==> config.mk <==
export PLATFORM = sky130hd
export DESIGN_NAME = cvt_token_issuer
export DESIGN_NICKNAME = d
export VERILOG_FILES = /design/src/rtl/cvt_pkg.sv /design/src/rtl/cvt_issue_fifo.sv /design/src/rtl/cvt_token_issuer.sv
export SDC_FILE = /design/constraint.sdc
export NUM_CORES = 1
export LEC_CHECK = 0
export CORE_UTILIZATION = 35
export CTS_CLUSTER_SIZE = 25
export DETAILED_ROUTE_END_ITERATION = 10
export GPL_ROUTABILITY_DRIVEN = 0
export GPL_TIMING_DRIVEN = 0
export PLACE_DENSITY = 0.61
export SLEW_MARGIN = 20
export SYNTH_ARGS = -nofsm -noshare
export SYNTH_HDL_FRONTEND = slang
export SYNTH_HIERARCHICAL = 1
export SYNTH_SLANG_ARGS = --single-unit
==> constraint.sdc <==
create_clock -name clk -period 2.5 [get_ports clk]
set_input_delay 0.25 -clock clk [delete_from_list [all_inputs] [get_ports clk]]
set_output_delay 0.25 -clock clk [all_outputs]
set_load 0.02 [all_outputs]
**Run 1: M2 wires**

Cells faint in the background.
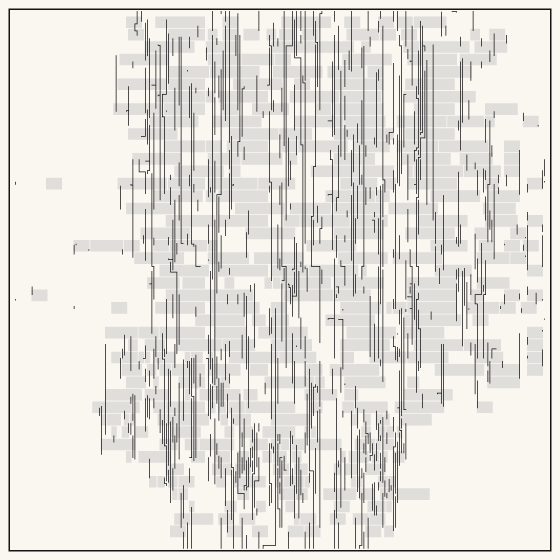
nets with wire on the layer: 374
longest straight run: 53.4 um
main direction: vertical
wire length on this layer: 4,660 um
share of all routed wire: 52%
total via count after detailed routing: 2,646
Post-Route WL: 8.93 mm
GR met2 Demand/Resource: 23.4%

**Run 1: M3 wires**

Scale bar: 20 um.
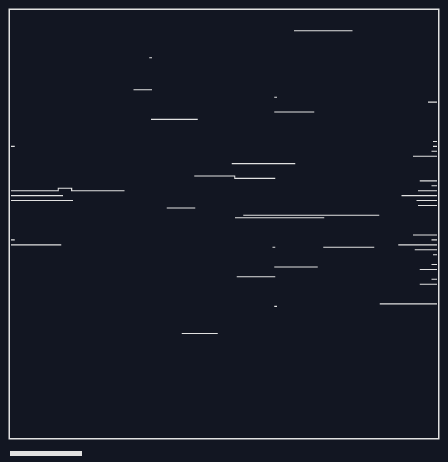
share of all routed wire: 4.2%
nets with wire on the layer: 32
fraction of met3 tracks used by global routing: 3.72%

**Run 1: port wiring**

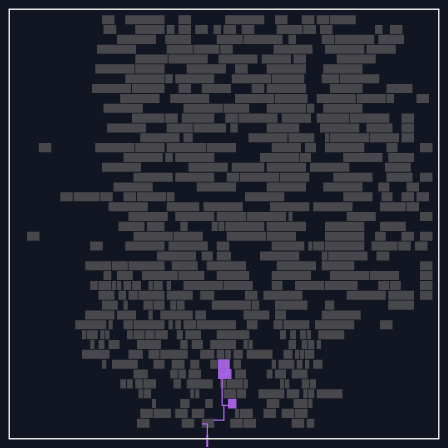
[purple] cfg_start | bits: 1 | direction: input | edge: bottom | end cells: 3 | buffers: 1 | wire: 29.1 um
PortBufs: 67
Boundary Pins: 69

==> results.txt, run 1 <==
Physical implementation

Of all flip-flops after synthesis, the portion carrying an async set or reset was 0%. The overall die height is 118 um. The flow measured a signed area growth from synthesis to layout of 34.8%. In this run the full chip footprint comes out at 14,000 um^2.

CTS placed an instance of clkbuf_16 at the clock tree root. The run reported a max-capacitance violation count of 0. The arrival time of data at the critical path endpoint is 2.70 ns. Looking at the gate-level netlist, the highest instance count belongs to edfxtp_1. The via count of the first global-routing pass is 2,716.

The post-place setup slack is -0.0917 ns. For reference, the final report shows the hold violation count at 0. The final cell count without fillers is 564. Yosys attributes the largest share of cell area to edfxtp_1 (53%), dfxtp_1 (17%), mux4_2 (10%), and2_1 (2.1%), a22o_1 (1.9%). Summed over all failing endpoints, the final setup total negative slack is 0 ns. The worst setup path is captured at a register. The placed wire-length estimate after detailed placement is 5.69 mm. STA reports a reg2reg setup slack of 0.13 ns. The number of cells on the worst hold path is listed as 2. The worst-margin pin slew is 0.615 ns. The highest supply drop recorded on VDD is 0.481 mV.

The flow ran to the end, and the final reports show no timing, DRC or antenna violations. The die is 118 um wide. The total routing usage reported by global routing is 13.5%. In the routed design, unresolved DRC markers number 0. The share of the core filled by cells before placement is 35.9%. The max-slew check reports its worst relative slack as 59.0%.

The OpenROAD warning count is 30. Counting flops with a built-in enable in the synthesized netlist gives 84. The count of nets left with antenna violations once routing finished came out at 0. After layout, the design draws a total of 5240 uW.

The synthesized net count is 334.
## run 1: area by class of cell
| class | instances | area (um^2) |
|---|---|---|
| clock inverter | 10 | 124 |
| tap | 176 | 220 |
| fill | 1128 | 6810 |
| multi-input combinational | 138 | 1330 |
| inverter | 10 | 37.5 |
| clock buffer | 22 | 507 |
| buffer | 12 | 78.8 |
| timing repair buffer | 72 | 748 |
| sequential | 124 | 3330 |
## run 1: cell usage in the layout, fill, tap and decap left out, types with 3 or more instances in the layout
cell,n
a22o_1,10
and2_1,14
mux2i_1,3
a21oi_1,7
edfxtp_1,84
dfxtp_1,36
nand2_1,6
clkbuf_1,4
or3_1,3
nor2_1,13
clkbuf_16,19
o21ai_0,3
a21o_1,3
nor2b_1,3
clkdlybuf4s50_1,67
xor2_1,3
buf_4,4
inv_6,4
clkbuf_8,3
nand2b_1,5
buf_2,3
ha_1,6
inv_1,9
o21ai_1,3
mux4_2,21
## run 1: worst max-delay path, stage by stage (launching register included)
cell and delay, ns:
dfxtp_4 0.37, nor3b_4 0.30, nor3_2 0.07, and2_1 0.17
inv_2 0.08, nor2_4 0.05, inv_1 0.06, ha_2 0.16
inv_1 0.05, fa_2 0.34, xor2_1 0.16, or3_4 0.37
a21oi_2 0.12
## run 1: logic make-up (layout without fill, tap and decap cells)
group,count (synthesis),count (layout),synth area share (%)
mux,24,24,10.6
simple gates,69,69,8.86
compound gates,34,34,5.02
flops,124,124,70.2
fa+ha+maj,8,8,2.27
xor+xnor,3,3,0.555
buf+inv,22,126,2.43
## run 1: power breakdown
part	internal (uW)	switching [uW]
sequential	2240	30.4
clock	1650	882
combinational	217	216
total	4110	1130
## run 1: timing repair
| item | in CTS | in global routing |
|---|---|---|
| pin swaps | 0 | 4 |
| resized | 3 | 13 |
| setup endpoints to repair | 1 | 15 |
| setup buffers | 0 | 3 |
## run 1: per-stage QoR
step | hold WS (ns) | area [um^2]
after global routing | 0.0793 | 6380
after CTS | 0.0704 | 6330
after global placement | 0.461 | 5630
after floorplan | 0.349 | 4740
after detailed placement | 0.471 | 5690
final | 0.0849 | 6380
## run 1: routing by layer
layer	track usage [%]	part of all wire, %
met2	23.4	52
met4	5.77	1.5
met3	3.72	4.2
met1	15.6	42
met5	0	0
**Run 1: placed standard cells**

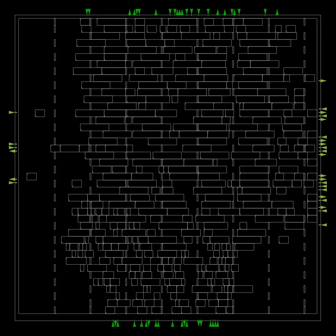

==> inputs of run 2 (changes only) <==
Settings changed: MAX_ROUTING_LAYER set to met4, SLEW_MARGIN 20 to unset.
**Run 2: placed standard cells**

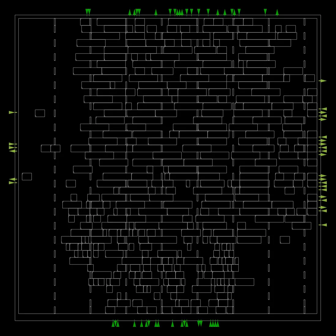
post-route non-filler standard cell count: 560
Core Util, Final: 47.4%
register fraction of the total cell area: 53.2%
fillcell total: 1,113
num tapcells: 176

==> run 2 against run 1 <==
Effect of this change: via count is 1.0% lower; synthesized cell count stayed put; setup slack better by 0.015 ns; sequential share of layout area is 0.94 points higher; maximum frequency is 0.64% higher; final area is 1.9% lower; routed wire length is 2.7% lower; first-iteration DRC count is 2.0% higher; clock power is 4% lower; non-clock buffer count is 4 lower; cell count is 0.71% lower; register-to-register slack better by 0.02 ns; highest routed layer unchanged.
==> results.txt, run 2 <==
Physical implementation

Yosys reported that registers with async set or reset make up 0%. The count of nets left with antenna violations after detail routing is 0. The worst setup path is captured at a register.

The timing report notes that buffer and inverter cells on the critical path total 3. The report counts max-capacitance violations totalling 0. The internal power contribution is 4020 uW. Per the OpenROAD floorplan log, the area of the die is 14,000 um^2. The total number of cells along the worst setup path is 12. Global routing consumed, over all layers together, 13.8% of the routing resources.

The overall die height is 118 um. The arrival time of data at the critical path endpoint is 2.68 ns. The net load switching power is 1110 uW. Looking at the critical path, the single cell with the biggest stage delay is fa_1.

The design draws 5140 uW. The via count of the first global-routing pass was 2,704. The area growth from synthesis to layout is 32.2%. The OpenROAD warning count is 30.

The synthesized net count is 334. The floorplan report gives the top-level pin count as 69. Leaving out fill and tap cells, the most frequent cells in the layout are edfxtp_1 (84), clkdlybuf4s50_1 (67), dfxtp_1 (36). For the pin with the worst max-slew slack, the measured transition is 0.623 ns. The largest single stage delay on the critical path is 0.38 ns. The wire length after detailed routing is 8.68 mm. In the post-synthesis netlist, the biggest area contributors are edfxtp_1 (53%), dfxtp_1 (17%), mux4_2 (10%), and2_1 (2.1%), a22o_1 (1.9%). The logic area is 1320 um^2. The residual DRC count is 0. The flow ran to the end, and the final reports show no timing, DRC or antenna violations. Clock tree synthesis selected as its root buffer the cell clkbuf_16. The share of total power in combinational logic is 8.3%. The critical path goes through nor3b_4, nor3_2, and2_1, inv_1, nor2_2, inv_1, ha_1, inv_1, fa_1, xor2_1, or3_1, a21oi_1. The sequential cell area is 3330 um^2. The top cell type in the final layout, fill and taps aside, is edfxtp_1. The largest vdd supply drop is 0.466 mV.
## run 2: cell counts after synthesis
Identical to the previous run, type by type.
## run 2: layer usage
metal	wire, um	up-vias	share of wire (%)	GRT usage [%]
li1	-	1259	-	-
met1	3860	1295	44	15.8
met2	4350	57	50	22.4
met3	377	8	4.3	4.63
met4	97	0	1.1	5.53
met5	0	-	0	-
## run 2: kinds of logic (layout without fill, tap and decap cells)
group                      after synthesis  in the layout  share of synthesized area, %
AOI/OAI and AO/OA                       34             34                          5.02
xor gates and xnor gates                 3              3                         0.555
adders and majority gates                8              8                          2.27
buffers and inverters                   22            122                          2.43
DFF                                    124            124                          70.2
muxes                                   24             24                          10.6
and+or+nand+nor                         69             69                          8.86
## run 2: through the flow
step | util [%] | area (um^2) | instances | hold WS, ns | setup slack [ns]
after floorplan | - | 4740 | 284 | 0.349 | 0.119
after global placement | 42.7 | 5630 | 527 | 0.461 | -0.181
after detailed placement | 42.7 | 5630 | 527 | 0.474 | -0.220
after CTS | 47.3 | 6240 | 559 | 0.0683 | 0.0102
after global routing | 47.4 | 6260 | 560 | 0.0702 | 0.0113
final | 47.4 | 6260 | 560 | 0.0828 | 0.142
## run 2: timing repair
action	in CTS	in global routing
gates resized	6	6
buffers inserted	0	1
setup endpoints to repair	85	36
pin swaps	0	0
## run 2: cell type report
cell class | count | area share [%]
multi-input cells | 138 | 21.0
clock buffers | 17 | 6.80
plain buffers | 12 | 1.26
repair buffers | 68 | 10.8
inverters | 10 | 0.600
well taps | 176 | 3.52
clock inverters | 15 | 2.78
flip-flops and latches | 124 | 53.2
## run 2: worst register-to-register path, stage by stage, from the launching register on
cell	delay, ns
dfxtp_2	0.37
nor3b_4	0.22
nor3_2	0.07
and2_1	0.15
inv_1	0.09
nor2_2	0.08
inv_1	0.06
ha_1	0.18
inv_1	0.06
fa_1	0.38
xor2_1	0.16
or3_1	0.31
a21oi_1	0.15
## run 2: power by group through the flow
stage / Sequential (uW) / Clock [uW] / Combinational, uW
after floorplan: 2320 / 0 / 253
after detailed placement: 2320 / 0 / 425
after global placement: 2310 / 0 / 415
after CTS: 2270 / 2480 / 430
after global routing: 2280 / 2570 / 472
final: 2270 / 2430 / 427
No activity file was given, so power comes from the tool's default toggle rates.
